### config.mk
export PLATFORM = sky130hd
export DESIGN_NAME = mem_stage_ctrl
export DESIGN_NICKNAME = d
export VERILOG_FILES = /design/src/rtl/mem_stage_ctrl.sv
export SDC_FILE = /design/constraint.sdc
export NUM_CORES = 1
export LEC_CHECK = 0
export CELL_PAD_IN_SITES_DETAIL_PLACEMENT = 1
export CELL_PAD_IN_SITES_GLOBAL_PLACEMENT = 1
export CORE_MARGIN = 4
export CORE_UTILIZATION = 41
export CTS_BUF_LIST = sky130_fd_sc_hd__clkbuf_2 sky130_fd_sc_hd__clkbuf_4 sky130_fd_sc_hd__clkbuf_8
export DETAILED_ROUTE_END_ITERATION = 8
export HOLD_SLACK_MARGIN = 0.02
export PLACE_DENSITY = 0.95
export SYNTH_ARGS = -nofsm -noshare
export SYNTH_HDL_FRONTEND = slang
export SYNTH_SLANG_ARGS = --single-unit
export TNS_END_PERCENT = 100
### constraint.sdc
create_clock -name clk -period 3.31 [get_ports clk]
set_clock_uncertainty 0.2 [all_clocks]
set_input_delay 0.4965 -clock clk [delete_from_list [all_inputs] [get_ports clk]]
set_output_delay 0.4965 -clock clk [all_outputs]
set_load 0.005 [all_outputs]
### src/rtl/mem_stage_ctrl.sv
// Memory-access stage for the pipelined LC-3b datapath: handshaked word/byte
// loads and stores, two-access indirect ops, variable latency, stall counter.
module mem_stage_ctrl #(
  parameter  int WIDTH  = 16,
  localparam int NLANES = WIDTH / 8,
  localparam int LSB    = $clog2(NLANES)
) (
  input  logic              clk,
  input  logic              rst,
  input  logic              in_valid,
  output logic              in_ready,
  input  logic [2:0]        in_op,
  input  logic [WIDTH-1:0]  in_addr,
  input  logic [WIDTH-1:0]  in_wdata,
  input  logic [WIDTH-1:0]  in_alu,
  output logic              mem_read,
  output logic              mem_write,
  output logic [WIDTH-1:0]  mem_addr,
  output logic [WIDTH-1:0]  mem_wdata,
  output logic [NLANES-1:0] mem_byte_enable,
  input  logic [WIDTH-1:0]  mem_rdata,
  input  logic              mem_resp,
  output logic              out_valid,
  input  logic              out_ready,
  output logic [WIDTH-1:0]  out_result,
  output logic              out_is_load,
  output logic [WIDTH-1:0]  stall_cycles
);

  localparam logic [2:0] OP_LDW = 3'd1;
  localparam logic [2:0] OP_LDB = 3'd2;
  localparam logic [2:0] OP_STW = 3'd3;
  localparam logic [2:0] OP_STB = 3'd4;
  localparam logic [2:0] OP_LDI = 3'd5;
  localparam logic [2:0] OP_STI = 3'd6;

  localparam logic [WIDTH-1:0] WORD_MASK = ~WIDTH'((1 << LSB) - 1);

  typedef enum logic [1:0] {IDLE, ACC1, GAP, ACC2} state_e;

  state_e              state_q, state_d;
  logic [2:0]          op_q, op_d;
  logic [LSB-1:0]      lane_q, lane_d;
  logic [WIDTH-1:0]    wdata_q, wdata_d;
  logic [WIDTH-1:0]    alu_q, alu_d;
  logic                mem_read_q, mem_read_d;
  logic                mem_write_q, mem_write_d;
  logic [WIDTH-1:0]    mem_addr_q, mem_addr_d;
  logic [WIDTH-1:0]    mem_wdata_q, mem_wdata_d;
  logic [NLANES-1:0]   mem_be_q, mem_be_d;
  logic                out_valid_q, out_valid_d;
  logic [WIDTH-1:0]    out_result_q, out_result_d;
  logic                out_is_load_q, out_is_load_d;
  logic [WIDTH-1:0]    stall_q, stall_d;
  logic                accept;

  assign in_ready = (state_q == IDLE) && (!out_valid_q || out_ready) && !rst;
  assign accept   = in_valid && in_ready;

  always_comb begin
    // NOTE: every target gets a default first so no path can infer a latch.
    state_d       = state_q;
    op_d          = op_q;
    lane_d        = lane_q;
    wdata_d       = wdata_q;
    alu_d         = alu_q;
    mem_read_d    = mem_read_q;
    mem_write_d   = mem_write_q;
    mem_addr_d    = mem_addr_q;
    mem_wdata_d   = mem_wdata_q;
    mem_be_d      = mem_be_q;
    out_valid_d   = out_valid_q;
    out_result_d  = out_result_q;
    out_is_load_d = out_is_load_q;
    stall_d       = stall_q;

    if (state_q != IDLE && stall_q != '1) stall_d = stall_q + 1'b1;
    if (out_valid_q && out_ready) out_valid_d = 1'b0;

    case (state_q)
      IDLE: begin
        if (accept) begin
          op_d     = in_op;
          lane_d   = in_addr[LSB-1:0];
          wdata_d  = in_wdata;
          alu_d    = in_alu;
          mem_be_d = '1;
          state_d  = ACC1;
          case (in_op)
            OP_LDW, OP_LDI, OP_STI: begin
              // Indirect ops always read their pointer word first.
              mem_read_d = 1'b1;
              mem_addr_d = in_addr & WORD_MASK;
            end
            OP_LDB: begin
              mem_read_d = 1'b1;
              mem_addr_d = in_addr;
            end
            OP_STW: begin
              mem_write_d = 1'b1;
              mem_addr_d  = in_addr & WORD_MASK;
              mem_wdata_d = in_wdata;
            end
            OP_STB: begin
              mem_write_d = 1'b1;
              mem_addr_d  = in_addr;
              mem_wdata_d = {NLANES{in_wdata[7:0]}};
              mem_be_d    = NLANES'(1) << in_addr[LSB-1:0];
            end
            default: begin
              state_d       = IDLE;
              out_valid_d   = 1'b1;
              out_result_d  = in_alu;
              out_is_load_d = 1'b0;
            end
          endcase
        end
      end
      ACC1: begin
        if (mem_resp) begin
          mem_read_d  = 1'b0;
          mem_write_d = 1'b0;
          state_d     = IDLE;
          case (op_q)
            OP_LDI, OP_STI: begin
              // Pointer parks in mem_addr through GAP; requests stay low there.
              mem_addr_d = mem_rdata & WORD_MASK;
              state_d    = GAP;
            end
            OP_LDW: begin
              out_valid_d   = 1'b1;
              out_result_d  = mem_rdata;
              out_is_load_d = 1'b1;
            end
            OP_LDB: begin
              out_valid_d   = 1'b1;
              out_result_d  = {{(WIDTH-8){1'b0}}, mem_rdata[int'(lane_q)*8 +: 8]};
              out_is_load_d = 1'b1;
            end
            default: begin
              out_valid_d   = 1'b1;
              out_result_d  = alu_q;
              out_is_load_d = 1'b0;
            end
          endcase
        end
      end
      GAP: begin
        state_d  = ACC2;
        mem_be_d = '1;
        if (op_q == OP_LDI) begin
          mem_read_d = 1'b1;
        end else begin
          mem_write_d = 1'b1;
          mem_wdata_d = wdata_q;
        end
      end
      ACC2: begin
        if (mem_resp) begin
          mem_read_d    = 1'b0;
          mem_write_d   = 1'b0;
          state_d       = IDLE;
          out_valid_d   = 1'b1;
          out_is_load_d = (op_q == OP_LDI);
          out_result_d  = (op_q == OP_LDI) ? mem_rdata : alu_q;
        end
      end
      default: state_d = IDLE;
    endcase
  end

  always_ff @(posedge clk) begin
    // NOTE: state updates are non-blocking so every register sees pre-edge values.
    if (rst) begin
      state_q       <= IDLE;
      op_q          <= '0;
      lane_q        <= '0;
      wdata_q       <= '0;
      alu_q         <= '0;
      mem_read_q    <= 1'b0;
      mem_write_q   <= 1'b0;
      mem_addr_q    <= '0;
      mem_wdata_q   <= '0;
      mem_be_q      <= '0;
      out_valid_q   <= 1'b0;
      out_result_q  <= '0;
      out_is_load_q <= 1'b0;
      stall_q       <= '0;
    end else begin
      state_q       <= state_d;
      op_q          <= op_d;
      lane_q        <= lane_d;
      wdata_q       <= wdata_d;
      alu_q         <= alu_d;
      mem_read_q    <= mem_read_d;
      mem_write_q   <= mem_write_d;
      mem_addr_q    <= mem_addr_d;
      mem_wdata_q   <= mem_wdata_d;
      mem_be_q      <= mem_be_d;
      out_valid_q   <= out_valid_d;
      out_result_q  <= out_result_d;
      out_is_load_q <= out_is_load_d;
      stall_q       <= stall_d;
    end
  end

  assign mem_read        = mem_read_q;
  assign mem_write       = mem_write_q;
  assign mem_addr        = mem_addr_q;
  assign mem_wdata       = mem_wdata_q;
  assign mem_byte_enable = mem_be_q;
  assign out_valid       = out_valid_q;
  assign out_result      = out_result_q;
  assign out_is_load     = out_is_load_q;
  assign stall_cycles    = stall_q;

endmodule

run_1/sizing.png
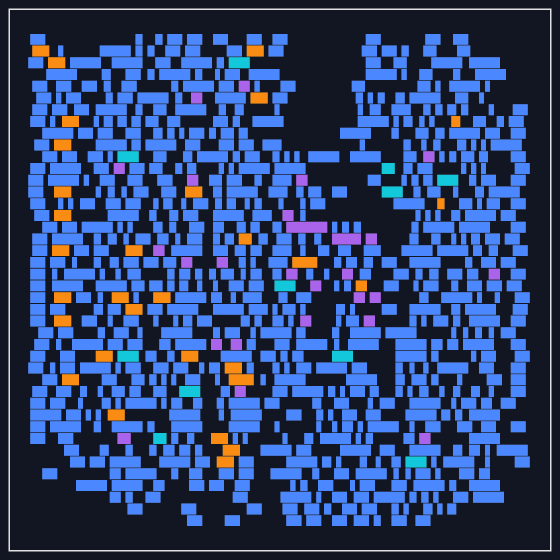
Key: x2 = orange [cells 30, share 3.9%]; x3 and x4 = purple [cells 26, share 3.4%]; x1 and smaller = blue [cells 709, share 91%]; x6 and larger = cyan [cells 11, share 1.4%]

run_1/congestion_map.png
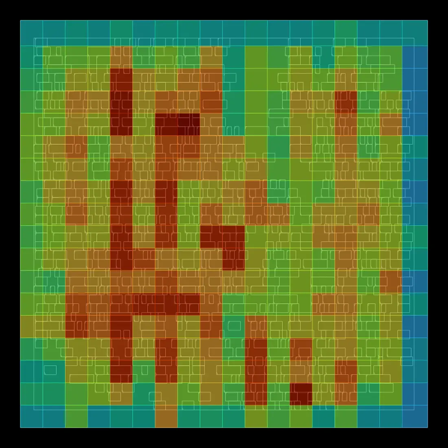
gr usage total: 23.9%
met1 Use GR: 26.8%
M2 GR Usage: 43.3%

==> results.toml, run 1 <==
# implementation run metrics
[worst_setup_path]
crit_required_ns = 3.42
start_kind = "flip-flop"
cp-endpoint = "out_result[6]$_SDFFE_PP0P_"
end_kind = "flip-flop"
cp_max_fo = 24
slowest_stage = "ha_1"
crit_type = "flip-flop to flip-flop"
rr_worst_depth = 7
cp_cell_sequence = "inv_1, ha_1, buf_4, nand3_1, a222oi_1, a221oi_1, a211oi_1"
worstPathArrival_ns = 3.03
reg2reg_slack_ns = 0.39

[floorplan]
ios = 143
core_mm2 = 0.0133
row_count = 42
fp_util_pct = 42.1
dieHeight_um = 125
die_x_um = 125

[cells_and_area]
design_area_mm2 = 0.00739
diodes = 0
instances_no_fill = 952
nFillCells = 1582

[sta]
worst_slew_pin_slew_ns = 0.979
rsz0062_at_grt = "false"
maxSlewViolCount = 0
fin_ws_ns = 0.387
slew_headroom_pct = 34.5
timing.final.hold_violations = 0
fin_crit_sh_pct = 88.3
min_period_ns = 2.92

[clock_tree]
postCtsSetupBuffers = 0
cts.sinks = 108
ctsHoldBuffers = 0
cts_resized = 0
ctsRootBufferMaster = "clkbuf_8"
htree_levels = 3
clk_pin_slew_ns = 0.11
numCtsBuffers = 9
insertion_delay_ns = 0.40

[place]
hpwl_um = 13900
routabilityCongestion = 0.798
post-place-cells = 936
placed_area_mm2 = 0.00721

[synthesis]
synthAdderAreaFrac_pct = 2.00
syn_inst = 647
simple_gate_area_share_pct = 20.6
yosys_cells = 647
synth_cell_types = 55
ys.flops = 108
synth.net_count = 728
synth_seq_share_pct = 38.4
synthArstFlopShare_pct = 0
mux_share_pct = 15.1
ys_warn_count = 0
ys_area_mm2 = 0.00562

[pwr]
comb_power_share_pct = 26.6
power.density_mw_per_mm2 = 417
clock_power_share_pct = 25.2
seqPwrFrac_pct = 48.2

[worst_hold_path]
holdPathEnd = "mem_addr[0]$_SDFFE_PP0P_"
hold_start = "mem_addr[0]$_SDFFE_PP0P_"

[global_route]
grt_overflow = 0
antenna_found_initial = 1
grt_pass1_vias = 5976

[status]
status = "finished, final reports clean"

[run]
max-cap-violations = 0
tool_warnings = 32

[detailed_routing]
first_iter_violations = 413
ant_nets = 0
routed_wl_um = 19000
drc = 0
via_per_inst = 5.77
run_1/gates.png
The bar under the picture is 50 um long.
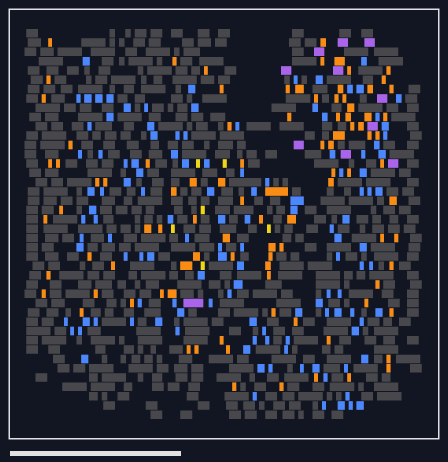
Key: xor and xnor cells = purple [cells 11, most used xnor2_1, where north-east]; nor cells = orange [cells 95, most used nor2_1]; nand cells = blue [cells 124, most used nand2_1]; inv cells = yellow [cells 6, most used inv_1, where centre]

-- run 1: cell usage after synthesis (3+ instances only) --
cell type,n,area (um2)
a211o_1,7,61.3
a211oi_1,17,128
a21oi_1,25,125
a221oi_1,8,70.1
a222oi_1,15,150
a311oi_1,3,26.3
and3_1,7,43.8
and4_1,3,26.3
buf_1,6,22.5
clkbuf_1,37,139
dfxtp_1,108,2160
ha_1,9,113
inv_1,6,22.5
mux2_2,24,270
mux2i_1,58,581
nand2_1,61,229
nand2b_1,45,282
nand3_1,11,55.1
nand4_1,4,25.0
nor2_1,70,263
nor2b_1,6,37.5
nor3_1,9,45.0
nor3b_1,3,22.5
nor4_1,3,18.8
o211ai_1,3,22.5
o21ai_0,54,270
xnor2_1,8,70.1
-- run 1: per-stage QoR --
step                hold slack (ns)  total power, mW
finish                        0.265             3.08
CTS                           0.267             3.11
detailed placement            0.251             2.33
global route                  0.320             3.23
global placement              0.242             2.27
floorplan                     0.249             1.93
-- run 1: cell families after synthesis --
family,count (synthesis)
AND-OR/OR-AND,149
XOR/XNOR,11
adder cells (fa/ha/maj),9
buffers and inverters,54
flip-flops,108
multiplexers,82
AND/OR/NAND/NOR,234
-- run 1: layer usage --
metal	routed length, um	track usage, %	vias to the layer above
met3	1240	6.44	41
met2	9780	43.3	196
met4	516	8.86	2
met1	7500	26.8	2689
met5	7	0	-
li1	-	-	2564
-- run 1: layout by cell type (no fill, tap or decap), types with 3 or more instances in the layout --
master / instances
nor2b_1: 6
a221oi_1: 8
ha_1: 9
nand3_1: 11
nor4_1: 3
and3_1: 7
a211o_1: 7
o211ai_1: 3
and4_1: 3
nand2b_1: 45
buf_4: 20
a311oi_1: 3
nand2_1: 61
o21ai_0: 54
nor2_1: 70
clkbuf_8: 9
a21oi_1: 25
nor3_1: 9
clkdlybuf4s50_1: 141
mux2_2: 24
nor3b_1: 3
nand4_1: 4
inv_1: 6
dfxtp_1: 108
mux2i_1: 58
xnor2_1: 8
a211oi_1: 17
a222oi_1: 15
-- run 1: final cells by class --
type / instances / area [um2] / area share (%)
sequential: 108 / 2160 / 29.3
inverter: 6 / 22.5 / 0.305
multi-input combinational: 485 / 3240 / 43.9
clock inverter: 6 / 46.3 / 0.627
tap: 176 / 220 / 2.98
clock buffer: 10 / 131 / 1.78
timing repair buffer: 161 / 1560 / 21.1
-- run 1: worst max-delay path, delay by kind of cell (launching register included) --
kind / cells / cell delay (ns)
DFF: 1 / 0.35
AOI/OAI and AO/OA: 3 / 0.86
and+or+nand+nor: 1 / 0.37
buffers and inverters: 2 / 0.51
adders and majority gates: 1 / 0.54
-- run 1: power groups by stage --
stage          Clock, mW  Sequential [mW]  Combinational, mW
2_1_floorplan          0             1.50              0.436
3_3_place_gp           0             1.50              0.770
3_5_place_dp           0             1.51              0.817
4_1_cts            0.796             1.49              0.823
5_1_grt            0.845             1.50              0.887
6_report           0.775             1.49              0.820
-- run 1: sequential cells by signal, summed over array words and instances (netlist names), 2 cells and up, named ones only --
signal	count
mem_wdata	16
stall_cycles	16
op_q	3
wdata_q	16
out_result	16
mem_byte_enable	2
alu_q	16
mem_addr	16
==> run 2: changes to the inputs <==
--- a/config.mk
+++ b/config.mk
@@ -10,9 +10,12 @@
 export CORE_MARGIN = 4
 export CORE_UTILIZATION = 41
 export CTS_BUF_LIST = sky130_fd_sc_hd__clkbuf_2 sky130_fd_sc_hd__clkbuf_4 sky130_fd_sc_hd__clkbuf_8
+export CTS_CLUSTER_SIZE = 40
 export DETAILED_ROUTE_END_ITERATION = 8
 export HOLD_SLACK_MARGIN = 0.02
+export MAX_ROUTING_LAYER = met4
 export PLACE_DENSITY = 0.95
+export SLEW_MARGIN = 20
 export SYNTH_ARGS = -nofsm -noshare
 export SYNTH_HDL_FRONTEND = slang
 export SYNTH_SLANG_ARGS = --single-unit
run_2/clock_wires.png
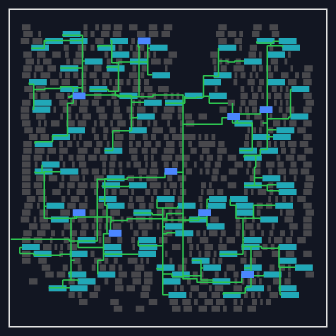
Key: clock wires = green [length 1350 um]; clock-net drivers = blue [count 9]; flip-flops = cyan [count 108]
There are 10 routed clock nets.

==> run 2 against run 1 <==
First-iteration DRC count shrank 9.7%. Cell count grew 0.11%. Hold slack gained 0.00082 ns. Clock power is essentially flat. Cell area is essentially flat. Critical path depth is the same. Largest power group unchanged. Via count shrank 0.27%. Non-clock buffer count is the same. Setup slack lost 0.022 ns. Maximum frequency shrank 0.76%. Register-to-register slack lost 0.02 ns. Routed wire length grew 0.26%.
==> results.toml, run 2 <==
# implementation run metrics
[floorplan]
dieHeight_um = 125
core_mm2 = 0.0133
die_x_um = 125
fp_util_pct = 42.1
row_count = 42
ios = 143

[sta]
fin_crit_sh_pct = 89.0
rsz0062_at_grt = "false"
fin_ws_ns = 0.365
min_period_ns = 2.95
timing.final.hold_violations = 0
maxSlewViolCount = 0

[status]
status = "finished, final reports clean"

[worst_setup_path]
crit_type = "flip-flop to flip-flop"
cp_max_fo = 24
rr_worst_depth = 7
crit_required_ns = 3.41
cp_cell_sequence = "inv_1, ha_1, buf_4, nand3_1, a222oi_1, a221oi_1, a211oi_1"
start_kind = "flip-flop"
worstPathArrival_ns = 3.05

[clock_tree]
cts_resized = 0
cts.sinks = 108
clk_pin_slew_ns = 0.11
insertion_delay_ns = 0.40
htree_levels = 3

[synthesis]
synth.net_count = 728
ys_area_mm2 = 0.00562
top_area_share_pct = 38.4
ys.flops = 108
synthArstFlopShare_pct = 0
top_cells_by_area = "dfxtp_1 38%, mux2i_1 10%, nand2b_1 5.0%, o21ai_0 4.8%, mux2_2 4.8%"
ys_top_cells_by_count = "108 x dfxtp_1, 70 x nor2_1, 61 x nand2_1"
syn_inst = 647

[pwr]
clock_power_share_pct = 25.2
seqPwrFrac_pct = 48.2
power.density_mw_per_mm2 = 417

[run]
tool_warnings = 32
max-cap-violations = 0

[detailed_routing]
ant_nets = 0
via_per_inst = 5.75
first_iter_violations = 373

[global_route]
grt_pass1_vias = 5971

[cells_and_area]
lay_top_cells = "141 x clkdlybuf4s50_1, 108 x dfxtp_1, 70 x nor2_1"
nFillCells = 1582
instances_no_fill = 953
[run 2: cell counts after synthesis]
Identical to the previous run, type by type.
[run 2: layout make-up]
| cell class | count | area, um2 | area share, % |
|---|---|---|---|
| Inverter | 6 | 22.5 | 0.305 |
| Clock inverter | 6 | 46.3 | 0.626 |
| Clock buffer | 10 | 131 | 1.78 |
| Multi-Input combinational cell | 485 | 3240 | 43.9 |
| Tap cell | 176 | 220 | 2.98 |
| Sequential cell | 108 | 2160 | 29.3 |
| Timing Repair Buffer | 161 | 1560 | 21.1 |
| Antenna cell | 1 | 2.50 | 0.0339 |
[run 2: metrics by stage]
stage	hold slack (ns)	total power [mW]	area [um2]
after floorplan	0.249	1.93	5620
after global placement	0.242	2.27	7210
after detailed placement	0.251	2.33	7210
after CTS	0.267	3.11	7390
after global routing	0.320	3.24	7390
final	0.266	3.08	7390
[run 2: routing by layer]
| layer | GRT usage [%] | wire length, um | vias to the layer above |
|---|---|---|---|
| met4 | 8.86 | 547 | 0 |
| met1 | 27.2 | 7620 | 2677 |
| met5 | - | 0 | - |
| met2 | 43.3 | 9810 | 189 |
| li1 | - | - | 2568 |
| met3 | 6.06 | 1110 | 43 |
[run 2: final timing paths]
path	endpoint	slack (ns)
worst max-delay path	out_result[1]$_SDFFE_PP0P_	0.36
worst min-delay path	mem_addr[0]$_SDFFE_PP0P_	0.27
worst max register to register	out_result[1]$_SDFFE_PP0P_	0.36
worst min register to register	mem_addr[0]$_SDFFE_PP0P_	0.27
[run 2: kinds of logic after synthesis]
logic type	share of synthesized area (%)
and+or+nand+nor	20.6
AOI/OAI and AO/OA	18.1
DFF	38.4
muxes	15.1
buffers and inverters	3.92
xor gates and xnor gates	1.85
adders and majority gates	2.00
[run 2: worst max-delay path, delay by kind of cell (launching register included)]
kind / cells / cell delay (ns)
fa+ha+maj: 1 / 0.55
flops: 1 / 0.35
simple gates: 1 / 0.37
buf+inv: 2 / 0.51
compound gates: 3 / 0.85
[run 2: power groups by stage]
stage               Clock, mW  Sequential, mW  Combinational (mW)
finish                  0.777            1.49               0.821
global route            0.848            1.50               0.887
CTS                     0.796            1.49               0.823
detailed placement          0            1.51               0.817
global placement            0            1.50               0.770
floorplan                   0            1.50               0.436
==> run 3: changes to the inputs <==
==> constraint.sdc (replaced) <==
create_clock -name clk -period 3.31 [get_ports clk]
set_clock_uncertainty 0.2 [all_clocks]
set_input_delay 0.993 -clock clk [delete_from_list [all_inputs] [get_ports clk]]
set_output_delay 0.993 -clock clk [all_outputs]
set_load 0.005 [all_outputs]
run_3/m3.png
Cells faint in the background.
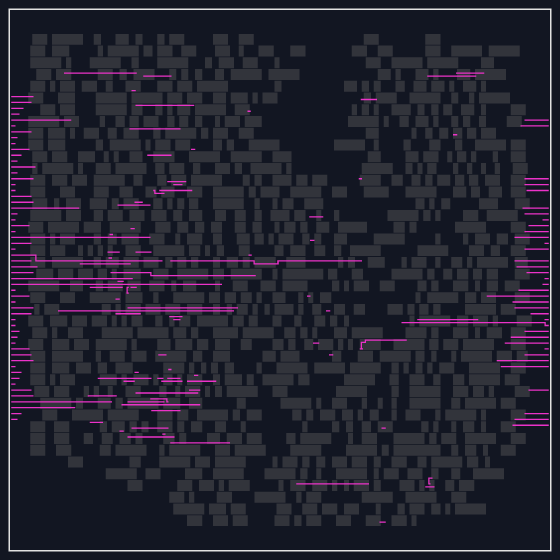
The wires run mostly horizontal. 128 nets have wire on it. The longest straight run is 48.5 um. The layer carries 1050 um of wire.

==> run 3 against run 2 <==
The run now ends with DRC left. Highest routed layer unchanged. Power up 4.2%. Setup slack worse by 0.25 ns. Global-route usage down 0.34 points. Cell count up 0.73%. Critical path type is now input port to output pin. Register-to-register slack better by 0.45 ns. Routed wire length down 1.5%.
==> results.toml, run 3 <==
# implementation run metrics
[cells_and_area]
design_area_mm2 = 0.00752
utilization_pct = 56.3
lay_top_cells = "140 x clkdlybuf4s50_1, 108 x dfxtp_1, 70 x nor2_1"
nets = 859
nFillCells = 1569

[synthesis]
syn_inst = 647
top_cells_by_area = "dfxtp_1 38%, mux2i_1 10%, nand2b_1 5.0%, o21ai_0 4.8%, mux2_2 4.8%"
compound_area_share_pct = 18.1
simple_gate_area_share_pct = 20.6
ys_area_mm2 = 0.00562
edf_count = 0
top_area_share_pct = 38.4
ys.flop_type = "dfxtp_1"
ys_top_cells_by_count = "108 x dfxtp_1, 70 x nor2_1, 61 x nand2_1"
synthArstFlopShare_pct = 0
yosysMostFrequentCell = "dfxtp_1"
ys.flops = 108
synth-xor-area-share_pct = 1.85
synth.net_count = 728
synth_cell_types = 55
mux_share_pct = 15.1
synthAdderAreaFrac_pct = 2.00
top_logic_kind = "simple AND/OR/NAND/NOR gates"

[run]
max-cap-violations = 0
tool_warnings = 34

[place]
placed_area_mm2 = 0.00729

[worst_setup_path]
rr_worst_depth = 7
worstPathArrival_ns = 2.00
crit_required_ns = 2.12
end_kind = "output pin"
cp_cell_sequence = "clkdlybuf4s50_1, nor2b_1, nor3b_2, dlygate4sd2_1"
crit_type = "input port to output pin"
r2r-end = "out_result[7]$_SDFFE_PP0P_"
reg2reg_slack_ns = 0.81
cp_top_family = "buffers and inverters"
start_kind = "input port"
cp_num_buf_inv = 2
cp_max_fo = 2

[sta]
min_period_ns = 3.19
worst_slew_pin_slew_ns = 1.09
rsz0062_at_grt = "false"
setup_violations = 0
maxSlewViolCount = 0
fin_crit_sh_pct = 96.5
hold_slack_ns = 0.267
timing.final.hold_violations = 0

[clock_tree]
cts.sinks = 108
insertion_delay_ns = 0.40
clk_pin_slew_ns = 0.11
max-clock-path-buffers = 2
htree_levels = 3

[worst_hold_path]
hold_path_depth = 2
holdPathEnd = "mem_addr[0]$_SDFFE_PP0P_"
hold_start = "mem_addr[0]$_SDFFE_PP0P_"

[pwr]
finalPower_mw = 3.21
power.density_mw_per_mm2 = 427
power.leakage_nw = 2.73

[global_route]
grt_pass1_wl_um = 30600
grt_pass1_vias = 5869

[detailed_routing]
ant_nets = 0
drc = 5
first_iter_violations = 517
drt_pass1_iterations = 9
via_per_inst = 5.72

[floorplan]
row_count = 42
fp_util_pct = 42.1
dieHeight_um = 125
die_x_um = 125
core_mm2 = 0.0133
die-area_mm2 = 0.0157
ios = 143

[status]
violations = "DRC"
status = "complete, but fails checks"
[run 3: worst max-delay path by stage]
stage / slack (ns) / endpoint / cells after the start
finish: 0.12 / in_ready / 4
global route: 0.09 / in_ready / 4
CTS: 0.11 / in_ready / 4
detailed placement: -0.26 / in_ready / 4
global placement: -0.14 / in_ready / 4
floorplan: 0.53 / mem_addr[10]$_SDFFE_PP0P_ / 8
[run 3: timing repair]
| item | 4_1_cts | 5_1_grt |
|---|---|---|
| endpoints found under the hold margin | 0 | 0 |
| setup buffers | 1 | 0 |
| hold buffers | 0 | 0 |
| gates resized | 2 | 0 |
| endpoints found under the setup margin | 1 | 0 |
[run 3: final cells by class]
class                           count  area [um2]  area share [%]
Inverter                            6        22.5           0.300
Multi-Input combinational cell    485        3250            43.2
Clock inverter                      7        86.3            1.15
Clock buffer                        9         124            1.65
Timing Repair Buffer              168        1650            22.0
Sequential cell                   108        2160            28.8
Antenna cell                        1        2.50          0.0333
Tap cell                          176         220            2.93
[run 3: power breakdown]
| group | leakage [nW] | switching [mW] | internal, mW |
|---|---|---|---|
| combinational | 1.75 | 0.416 | 0.437 |
| sequential | 0.883 | 0.0754 | 1.41 |
| clock | 0.0952 | 0.514 | 0.362 |
[run 3: worst reg2reg max path: stages, from the launching register on]
cell	delay, ns
dfxtp_1	0.36
inv_1	0.09
ha_1	0.23
buf_4	0.28
nand3_1	0.35
a222oi_1	0.47
a221oi_1	0.16
a211oi_1	0.28
[run 3: cells by family after synthesis]
| group | count (synthesis) |
|---|---|
| simple gates | 234 |
| compound gates | 149 |
| flops | 108 |
| mux | 82 |
| buf+inv | 54 |
| xor+xnor | 11 |
| fa+ha+maj | 9 |
[run 3: metrics by stage]
stage	cells	worst slack, ns
2_1_floorplan	647	0.528
3_3_place_gp	942	-0.141
3_5_place_dp	942	-0.256
4_1_cts	959	0.110
5_1_grt	960	0.0932
6_report	960	0.117
[run 3: routing by layer]
| metal | routed length [um] | track usage [%] | share of wire (%) |
|---|---|---|---|
| met1 | 7840 | 28.7 | 42 |
| met2 | 9390 | 40.9 | 50 |
| met3 | 1040 | 4.82 | 5.5 |
| met4 | 540 | 9.69 | 2.9 |
| met5 | 0 | - | 0 |
Power is estimated from default activity; no workload was simulated.
